==> config.mk <==
export PLATFORM = sky130hd
export DESIGN_NAME = module_synchro_counter_n
export DESIGN_NICKNAME = d
export VERILOG_FILES = /design/src/rtl/module_synchro_counter_n.sv
export SDC_FILE = /design/constraint.sdc
export NUM_CORES = 1
export LEC_CHECK = 0
export CORE_UTILIZATION = 50
export CTS_CLUSTER_DIAMETER = 200
export DETAILED_ROUTE_END_ITERATION = 7
export GPL_ROUTABILITY_DRIVEN = 0
export GPL_TIMING_DRIVEN = 0
export PLACE_DENSITY_LB_ADDON = 0.05
export SKIP_LAST_GASP = 1
export SLEW_MARGIN = 20
export SYNTH_ARGS = -nofsm -noshare
export SYNTH_HDL_FRONTEND = slang
export SYNTH_SLANG_ARGS = --single-unit
==> constraint.sdc <==
create_clock -name qzt_clk -period 2.6 [get_ports qzt_clk]
set_input_delay 0.39 -clock qzt_clk [delete_from_list [all_inputs] [get_ports qzt_clk]]
set_output_delay 0.39 -clock qzt_clk [all_outputs]
set_load 0.01 [all_outputs]
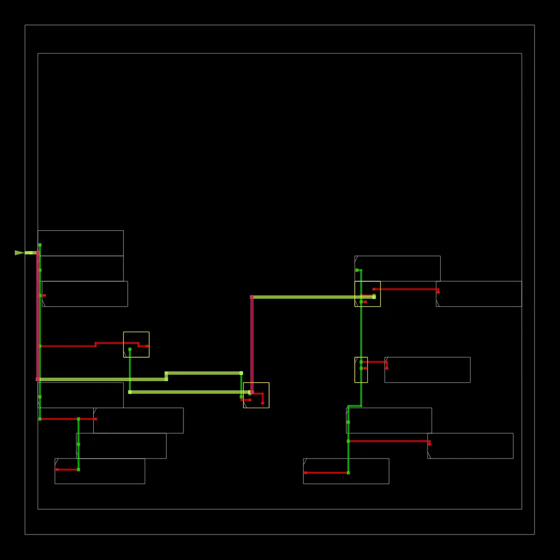
(images/clock_nets.png)
TritonCTS buffer count: 3
setup skew after layout: 0.00512 ns
count of flip-flops and latches: 13

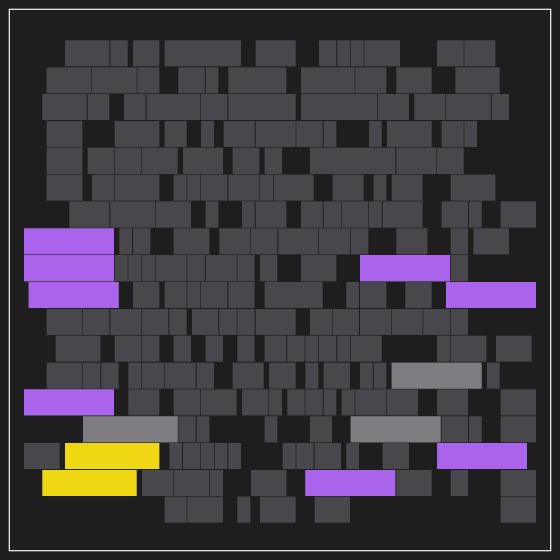
(images/ff_map.png)
sync_q -> yellow  # placed flops 2
out -> purple  # placed flops 8
reported sequential group power: 0.238 mW
Final Util: 0.741
sequential standard cell area: 329 um2
sequential fraction of total cell area: 0.175

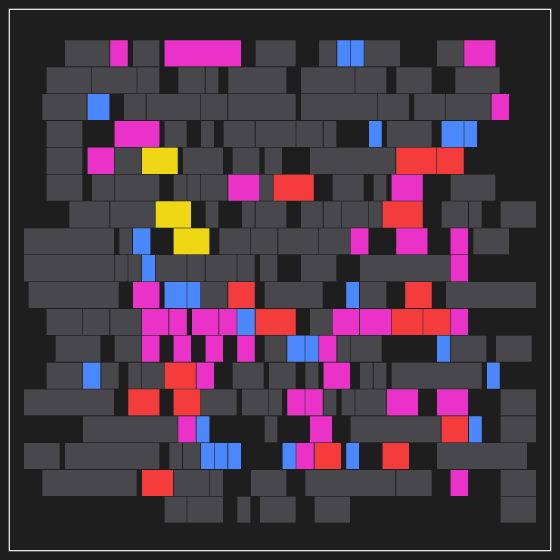
(images/gates.png)
nand cells -> blue  # cells 24, most used nand2_1
aoi and oai cells -> magenta  # cells 35, most used o21ai_0
non-inverting ao/oa cells -> red  # cells 16, most used a21o_1
mux cells -> yellow  # cells 3, most used mux2i_1
Final Instance Count excl. Fillers: 242
fraction of area in multi-input gates: 0.561
most frequent standard cell in the layout excluding fill and tap cells: clkdlybuf4s50_1

==> flow_summary.json <==
{
  "cap_violations": 0,
  "final.setup.worst_slack_ns": -0.136,
  "power-per-cell-area_nw_per_um2": 413,
  "outcome": "finished, violations left",
  "critical_path.startpoint_type": "primary input",
  "synthXorXnorAreaFrac": 0.0945,
  "globalRouteOverflowTotal": 0,
  "violated_checks": "negative setup slack",
  "unrepaired_setup_endpoints_after_global_routing": "yes",
  "combinationalPower_mw": 0.415,
  "insertedDiodeCount": 0,
  "final_design_area_no_fill_um2": 1890,
  "synth.comb.largest_family": "AND-OR/OR-AND gates",
  "p_leak_nw": 0.799,
  "yosys_most_used_dff": "dfrtp_1",
  "detailedPlacementHpwl_mm": 2.82,
  "finalSetupViolCount": 8,
  "power.sequential.fraction": 0.306,
  "synth.cellmix.compoundShare": 0.252,
  "largest_cell_class": "logic gates",
  "use_met1": 0.396,
  "top_usage_layer": "met2",
  "whs_path_depth": 0,
  "final_cell_mix": "clkdlybuf4s50_1, nand2_1, nor2_1, ha_1",
  "h-tree-depth": 1,
  "switching_power_as_a_share_of_total_power": 0.385,
  "edf_count": 0,
  "synth.cellmix.adderShare": 0.108,
  "num_rows": 18,
  "clkTransAtPathRegs_ns": 0.08,
  "final_max_slew_viol_count": 0,
  "gr-usage-met3": 0.0639,
  "routedLengthMet1_mm": 1.71,
  "critical-path-top-cell-by-count": "nor2_2",
  "dieHeight_um": 54.7,
  "clkbuf_count": 4
}
Power figures rest on the tool's default switching activity, not on a simulated workload.
